`config.mk`:
```
export PLATFORM = sky130hd
export DESIGN_NAME = tx_segment_sequencer_flat
export DESIGN_NICKNAME = d
export VERILOG_FILES = /design/src/rtl/tx_pkg.sv /design/src/rtl/tx_segment_sequencer_if.sv /design/src/rtl/tx_delay_line.sv /design/src/rtl/tx_segment_sequencer.sv /design/src/flat_wrapper.sv
export SDC_FILE = /design/constraint.sdc
export NUM_CORES = 1
export LEC_CHECK = 0
export CORE_MARGIN = 8
export CORE_UTILIZATION = 31
export CTS_BUF_LIST = sky130_fd_sc_hd__clkbuf_16
export CTS_CLUSTER_DIAMETER = 100
export DETAILED_ROUTE_END_ITERATION = 6
export PLACE_DENSITY = 0.65
export SYNTH_ARGS = -nofsm -noshare
export SYNTH_HDL_FRONTEND = slang
export SYNTH_SLANG_ARGS = --single-unit
```
`constraint.sdc`:
```
create_clock -name clk125MHz -period 4.11 [get_ports clk125MHz]
set_clock_uncertainty 0.2 [all_clocks]
set_input_delay 1.0275 -clock clk125MHz [delete_from_list [all_inputs] [get_ports clk125MHz]]
set_output_delay 1.0275 -clock clk125MHz [all_outputs]
set_load 0.01 [all_outputs]
```
`src/rtl/tx_pkg.sv`:
```
// Shared types and defaults for the segment transmit sequencer.
// Picture config is clamped once at picture start and held in cfg.
package tx_pkg;
  localparam int DEF_SEGMENT_NUMBER_MAX = 150;
  localparam int DEF_PAYLOAD_LEN        = 1080;
  localparam int DEF_GAP_CYCLES         = 12;
  localparam int DEF_MEM_LATENCY        = 3;

  localparam int TXID_W = 8;
  localparam int SEG_W  = 16;
  localparam int IDX_W  = 13;
  localparam int GAP_W  = 16;

  typedef enum logic [1:0] {
    IDLE    = 2'd0,
    START   = 2'd1,
    PAYLOAD = 2'd2,
    GAP     = 2'd3
  } tx_state_e;

  typedef struct packed {
    logic [TXID_W-1:0] red;
    logic [SEG_W-1:0]  seg;
  } pic_cfg_t;

  // Zero requests still send one transmission of one segment.
  function automatic pic_cfg_t clamp_cfg(input logic [TXID_W-1:0] red,
                                         input logic [SEG_W-1:0]  cnt,
                                         input logic [SEG_W-1:0]  seg_max);
    pic_cfg_t c;
    c.red = (red == '0) ? TXID_W'(1) : red;
    c.seg = (cnt == '0) ? SEG_W'(1) : cnt;
    if (c.seg > seg_max) c.seg = seg_max;
    return c;
  endfunction
endpackage

```
`src/rtl/tx_segment_sequencer_if.sv`:
```
// Control and payload-indexing signals between picture source, sequencer and frame builder.
// master = the sequencer, slave = whoever consumes its frame/payload timing.
interface tx_segment_sequencer_if;
  import tx_pkg::*;

  logic              enable;
  logic [TXID_W-1:0] redundancy;
  logic [SEG_W-1:0]  segment_count;
  logic              mac_ready;

  logic              frame_start;
  logic [TXID_W-1:0] txid;
  logic [SEG_W-1:0]  segment_num;
  logic [IDX_W-1:0]  count_for_bram;
  logic [IDX_W-1:0]  count_for_bram_b;
  logic              count_for_bram_en;
  logic              data_user;
  logic              byte_valid;
  logic              picture_done;
  logic              busy;

  modport master (
    input  enable, redundancy, segment_count, mac_ready,
    output frame_start, txid, segment_num, count_for_bram, count_for_bram_b,
           count_for_bram_en, data_user, byte_valid, picture_done, busy
  );

  modport slave (
    output enable, redundancy, segment_count, mac_ready,
    input  frame_start, txid, segment_num, count_for_bram, count_for_bram_b,
           count_for_bram_en, data_user, byte_valid, picture_done, busy
  );
endinterface

```
`src/rtl/tx_delay_line.sv`:
```
// Single-bit delay of DEPTH cycles, cleared by synchronous reset.
module tx_delay_line #(
  parameter int DEPTH = 3
) (
  input  logic clk125MHz,
  input  logic rst,
  input  logic din,
  output logic dout
);
  if (DEPTH == 0) begin : g_wire
    assign dout = din;
  end else begin : g_pipe
    logic [DEPTH:1] vld_pipe;

    always_ff @(posedge clk125MHz) begin
      if (rst) begin
        vld_pipe <= '0;
      end else begin
        vld_pipe[1] <= din;
        for (int i = 2; i <= DEPTH; i++) vld_pipe[i] <= vld_pipe[i-1];
      end
    end

    assign dout = vld_pipe[DEPTH];
  end
endmodule

```
`src/rtl/tx_segment_sequencer.sv`:
```
// Walks every segment of a picture redundancy times: START pulse, PAYLOAD byte index
// sweep, then an inter-frame GAP that also waits for the frame builder to be ready.
module tx_segment_sequencer
  import tx_pkg::*;
#(
  parameter int SEGMENT_NUMBER_MAX = DEF_SEGMENT_NUMBER_MAX,
  parameter int PAYLOAD_LEN        = DEF_PAYLOAD_LEN,
  parameter int GAP_CYCLES         = DEF_GAP_CYCLES,
  parameter int MEM_LATENCY        = DEF_MEM_LATENCY
) (
  input logic                    clk125MHz,
  input logic                    rst,
  tx_segment_sequencer_if.master bus
);
  localparam logic [IDX_W-1:0] LAST_IDX = IDX_W'(PAYLOAD_LEN - 1);
  localparam logic [GAP_W-1:0] LAST_GAP = GAP_W'(GAP_CYCLES - 1);
  localparam logic [SEG_W-1:0] SEG_MAX  = SEG_W'(SEGMENT_NUMBER_MAX);

  tx_state_e         state_q, state_d;
  logic [IDX_W-1:0]  idx_q, idx_d;
  logic [GAP_W-1:0]  gap_q, gap_d;
  logic [TXID_W-1:0] txid_q, txid_d;
  logic [SEG_W-1:0]  seg_q, seg_d;
  pic_cfg_t          cfg_q, cfg_d;
  logic              done_q, done_d;

  logic last_tx, last_seg, gap_done;
  logic data_user;

  always_ff @(posedge clk125MHz) begin
    if (rst) begin
      state_q <= IDLE;
      idx_q   <= '0;
      gap_q   <= '0;
      txid_q  <= TXID_W'(1);
      seg_q   <= '0;
      cfg_q   <= '{red: TXID_W'(1), seg: SEG_W'(1)};
      done_q  <= 1'b0;
    end else begin
      state_q <= state_d;
      idx_q   <= idx_d;
      gap_q   <= gap_d;
      txid_q  <= txid_d;
      seg_q   <= seg_d;
      cfg_q   <= cfg_d;
      done_q  <= done_d;
    end
  end

  always_comb begin
    state_d  = state_q;
    idx_d    = idx_q;
    gap_d    = gap_q;
    txid_d   = txid_q;
    seg_d    = seg_q;
    cfg_d    = cfg_q;
    done_d   = 1'b0;
    last_tx  = (txid_q >= cfg_q.red);
    last_seg = (seg_q >= cfg_q.seg - SEG_W'(1));
    gap_done = (gap_q >= LAST_GAP);

    unique case (state_q)
      IDLE: begin
        if (bus.enable && bus.mac_ready) begin
          state_d = START;
          cfg_d   = clamp_cfg(bus.redundancy, bus.segment_count, SEG_MAX);
          txid_d  = TXID_W'(1);
          seg_d   = '0;
        end
      end
      START: begin
        state_d = PAYLOAD;
        idx_d   = '0;
      end
      PAYLOAD: begin
        if (idx_q == LAST_IDX) begin
          state_d = GAP;
          idx_d   = '0;
          gap_d   = '0;
        end else begin
          idx_d = idx_q + IDX_W'(1);
        end
      end
      GAP: begin
        // Gap counter saturates so a long mac_ready stall cannot wrap it.
        if (!gap_done) begin
          gap_d = gap_q + GAP_W'(1);
        end else if (!bus.enable) begin
          state_d = IDLE;
        end else if (last_tx && last_seg) begin
          state_d = IDLE;
          done_d  = 1'b1;
        end else if (bus.mac_ready) begin
          state_d = START;
          if (!last_tx) begin
            txid_d = txid_q + TXID_W'(1);
          end else begin
            txid_d = TXID_W'(1);
            seg_d  = seg_q + SEG_W'(1);
          end
        end
      end
      default: state_d = IDLE;
    endcase
  end

  assign data_user = (state_q == PAYLOAD);

  tx_delay_line #(.DEPTH(MEM_LATENCY)) u_bv_dly (
    .clk125MHz (clk125MHz),
    .rst       (rst),
    .din       (data_user),
    .dout      (bus.byte_valid)
  );

  assign bus.frame_start       = (state_q == START);
  assign bus.txid              = txid_q;
  assign bus.segment_num       = seg_q;
  assign bus.count_for_bram    = idx_q;
  assign bus.count_for_bram_b  = idx_q;
  assign bus.count_for_bram_en = data_user;
  assign bus.data_user         = data_user;
  assign bus.picture_done      = done_q;
  assign bus.busy              = (state_q != IDLE);
endmodule
```
`src/flat_wrapper.sv`:
```
// flat-port wrapper written by rule: the top's interface ports become plain ports
module tx_segment_sequencer_flat import tx_pkg::*;
#(
  parameter int SEGMENT_NUMBER_MAX = DEF_SEGMENT_NUMBER_MAX,
  parameter int PAYLOAD_LEN        = DEF_PAYLOAD_LEN,
  parameter int GAP_CYCLES         = DEF_GAP_CYCLES,
  parameter int MEM_LATENCY        = DEF_MEM_LATENCY
)
  (clk125MHz, rst, bus_enable, bus_redundancy, bus_segment_count, bus_mac_ready, bus_frame_start, bus_txid, bus_segment_num, bus_count_for_bram, bus_count_for_bram_b, bus_count_for_bram_en, bus_data_user, bus_byte_valid, bus_picture_done, bus_busy);
  tx_segment_sequencer_if bus_i ();
  input logic clk125MHz;
  input logic rst;
  input wire logic [$bits(bus_i.enable)-1:0] bus_enable;
  input wire logic [$bits(bus_i.redundancy)-1:0] bus_redundancy;
  input wire logic [$bits(bus_i.segment_count)-1:0] bus_segment_count;
  input wire logic [$bits(bus_i.mac_ready)-1:0] bus_mac_ready;
  output wire logic [$bits(bus_i.frame_start)-1:0] bus_frame_start;
  output wire logic [$bits(bus_i.txid)-1:0] bus_txid;
  output wire logic [$bits(bus_i.segment_num)-1:0] bus_segment_num;
  output wire logic [$bits(bus_i.count_for_bram)-1:0] bus_count_for_bram;
  output wire logic [$bits(bus_i.count_for_bram_b)-1:0] bus_count_for_bram_b;
  output wire logic [$bits(bus_i.count_for_bram_en)-1:0] bus_count_for_bram_en;
  output wire logic [$bits(bus_i.data_user)-1:0] bus_data_user;
  output wire logic [$bits(bus_i.byte_valid)-1:0] bus_byte_valid;
  output wire logic [$bits(bus_i.picture_done)-1:0] bus_picture_done;
  output wire logic [$bits(bus_i.busy)-1:0] bus_busy;
  assign bus_i.enable = bus_enable;
  assign bus_i.redundancy = bus_redundancy;
  assign bus_i.segment_count = bus_segment_count;
  assign bus_i.mac_ready = bus_mac_ready;
  assign bus_frame_start = bus_i.frame_start;
  assign bus_txid = bus_i.txid;
  assign bus_segment_num = bus_i.segment_num;
  assign bus_count_for_bram = bus_i.count_for_bram;
  assign bus_count_for_bram_b = bus_i.count_for_bram_b;
  assign bus_count_for_bram_en = bus_i.count_for_bram_en;
  assign bus_data_user = bus_i.data_user;
  assign bus_byte_valid = bus_i.byte_valid;
  assign bus_picture_done = bus_i.picture_done;
  assign bus_busy = bus_i.busy;
  tx_segment_sequencer #(.SEGMENT_NUMBER_MAX(SEGMENT_NUMBER_MAX), .PAYLOAD_LEN(PAYLOAD_LEN), .GAP_CYCLES(GAP_CYCLES), .MEM_LATENCY(MEM_LATENCY)) u_core (.clk125MHz(clk125MHz), .rst(rst), .bus(bus_i));
endmodule
```
flops_by_reg.png
Other sequential cells in the stronger gray, the rest of the logic in the fainter gray.
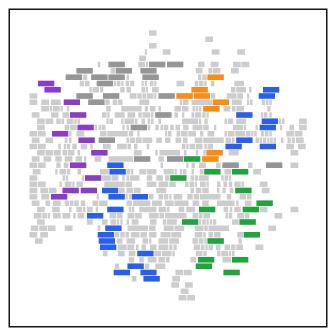
Key: u_core.cfg_q = blue [sequential cells 24]; u_core.bus.txid = orange [sequential cells 8]; u_core.bus.segment_num = green [sequential cells 16]; u_core.bus.count_for_bram = purple [sequential cells 13]
Another 22 sequential cells are not colored.
Register Area: 0.00166 mm²
Power Sequential: 0.895 mW
Seq/total area: 28.3%
final core occ: 40.9%

==> reports/metrics.yaml <==
dr.pass1.iters: 4
synthArstFlopShare_pct: 0
drv_cap: 0
worst_setup_path_start_kind: "register"
cts_tree: "yes"
pwr_density_cell_mw_per_mm2: 415
fp_nets: 585
io_pins: 84
relSlewSlack_pct: 56.3
cts_buffer_depth: 2
arrival_ps: 4080
clockRootBuffer: "clkbuf_16"
syn-cell-area_mm2: 0.00450
pre_cts_ws_ps: -49.1
clockPowerShare_pct: 33.3
grt_pass1_wl_mm: 20.0
p_seq_share_pct: 36.7
fp-utilization_pct: 31.3
core.rowCount: 44
path_clk_slew_ps: 60
peakVddDrop_mv: 0.200
die-area_mm2: 0.0186
pwr-share-comb_pct: 30.0
track_usage_pct: 13.3
vias: 4141
hold_path.class: "reg -> reg"
holdPathEnd: "u_core.u_bv_dly.g_pipe.vld_pipe[3]$_SDFF_PP0_"
diodes: 0
fin_cells: 791
total_power_mw: 2.44
core_area_mm2: 0.0144
layout.nets: 663
end_kind: "register"
crit_start: "u_core.cfg_q[6]$_SDFFE_PP0P_"
yosys-top-cells-count: "83 x dfxtp_1, 59 x nor2_1, 55 x nand2_1"
grt_max_degree: 35
status: "completed"
overflow: 0
switching_power_mw: 0.789
period_used_pct: 97.3
io_placement.png
Pins as bars across the die edge, other pins in gray.
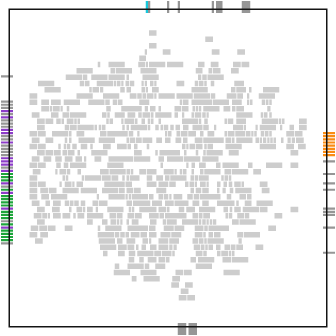
Key: bus_count_for_bram_b = purple [pins 13, direction output, edge left]; bus_segment_count = green [pins 16, direction input, edge left]; bus_redundancy = orange [pins 8, direction input, edge right]; bus_mac_ready = cyan [pins 1, direction input, edge top]
All pins by edge: 47 left, 17 right, 12 top, 8 bottom.
IO Port Bufs: 83
die height: 136 µm
Die Span X: 136 µm

[per-layer routing]
layer  up-vias  track usage, %  share of wire [%]  wire [µm]
met5         -               0                  0          0
met4         0            3.84                1.3        161
met3        15            4.32                9.6       1190
met2       148            21.5                 45       5600
met1      1925            16.4                 44       5500
li1       2053               -                  -          -
[stage by stage]
stage	cell area (µm²)	setup TNS (ps)	util (%)	hold slack [ps]
after floorplan	4500	0	-	214
after global placement	5490	0	38.2	228
after detailed placement	5490	-49.1	38.2	243
after CTS	5800	0	40.3	255
after global routing	5870	-80.9	40.9	274
final	5870	0	40.9	251
[critical path, cell delays in order (launching register included)]
cell and delay, ps:
dfxtp_1 310, or4_4 540, or3_4 400, nor4_4 230, xnor2_1 100, ha_1 310
and4_4 270, nand4_1 100, or4_4 500, and3_4 240, a211oi_4 210, or4b_1 450
nand2_1 70
[final cells by class]
cell class	instances	area [µm²]
clock buffers	9	225
clock inverters	7	76.3
fillers	1395	8500
inverters	20	75.1
multi-input cells	390	2660
flip-flops and latches	83	1660
well taps	184	230
repair buffers	98	943
[power groups by stage]
stage	sequential [mW]	clock [mW]	combinational (mW)
finish	0.895	0.812	0.733
global route	0.902	0.864	0.814
CTS	0.893	0.828	0.708
detailed placement	0.911	0	0.698
global placement	0.908	0	0.680
floorplan	0.906	0	0.472
[cells by family (layout without fill, tap and decap cells)]
kind of cell | after synthesis | after routing | synth area share, %
simple gates | 214 | 214 | 24.2
mux | 1 | 1 | 0.223
buf+inv | 51 | 134 | 5.56
fa+ha+maj | 33 | 33 | 9.18
flops | 83 | 83 | 37.0
compound gates | 112 | 112 | 18.1
xor+xnor | 30 | 30 | 5.84
[flip-flops by register name, indices dropped and copies added (netlist names)]
register                         cells
u_core.bus.count_for_bram           13
u_core.bus.picture_done              1
u_core.bus.segment_num              16
u_core.bus.txid                      8
u_core.cfg_q                        24
u_core.gap_q                        16
u_core.state_q                       2
u_core.u_bv_dly.g_pipe.vld_pipe      3
[cell usage in the layout, fill, tap and decap left out, types with 3 or more instances in the layout]
cell              n
clkinv_4          3
o21ai_0          12
o21ai_1           4
o21a_1            4
buf_4            15
a21o_1            6
nor4_4            3
and2_1           10
clkbuf_16         9
o211ai_1          3
dfxtp_1          83
ha_1             33
a41oi_1           3
a311oi_1         12
a22oi_1           4
nand3_1          14
and4_1            4
nor2_1           59
or3_1             4
and3_1           15
nor4_1            9
a21oi_1          28
xnor2_1          17
a31oi_1           6
nand4_1           9
nor3_1           10
inv_1            19
nand2_1          55
clkdlybuf4s50_1  83
o221a_2           4
xor2_1           13
or4_4             3
[repair_timing]
action / 4_1_cts / 5_1_grt
gates resized: 2 / 14
pin swaps: 1 / 3
setup endpoints to repair: 3 / 22
setup buffers: 0 / 1
hold endpoints to repair: 0 / 0
hold buffers: 0 / 0
Power is estimated from default activity; no workload was simulated.
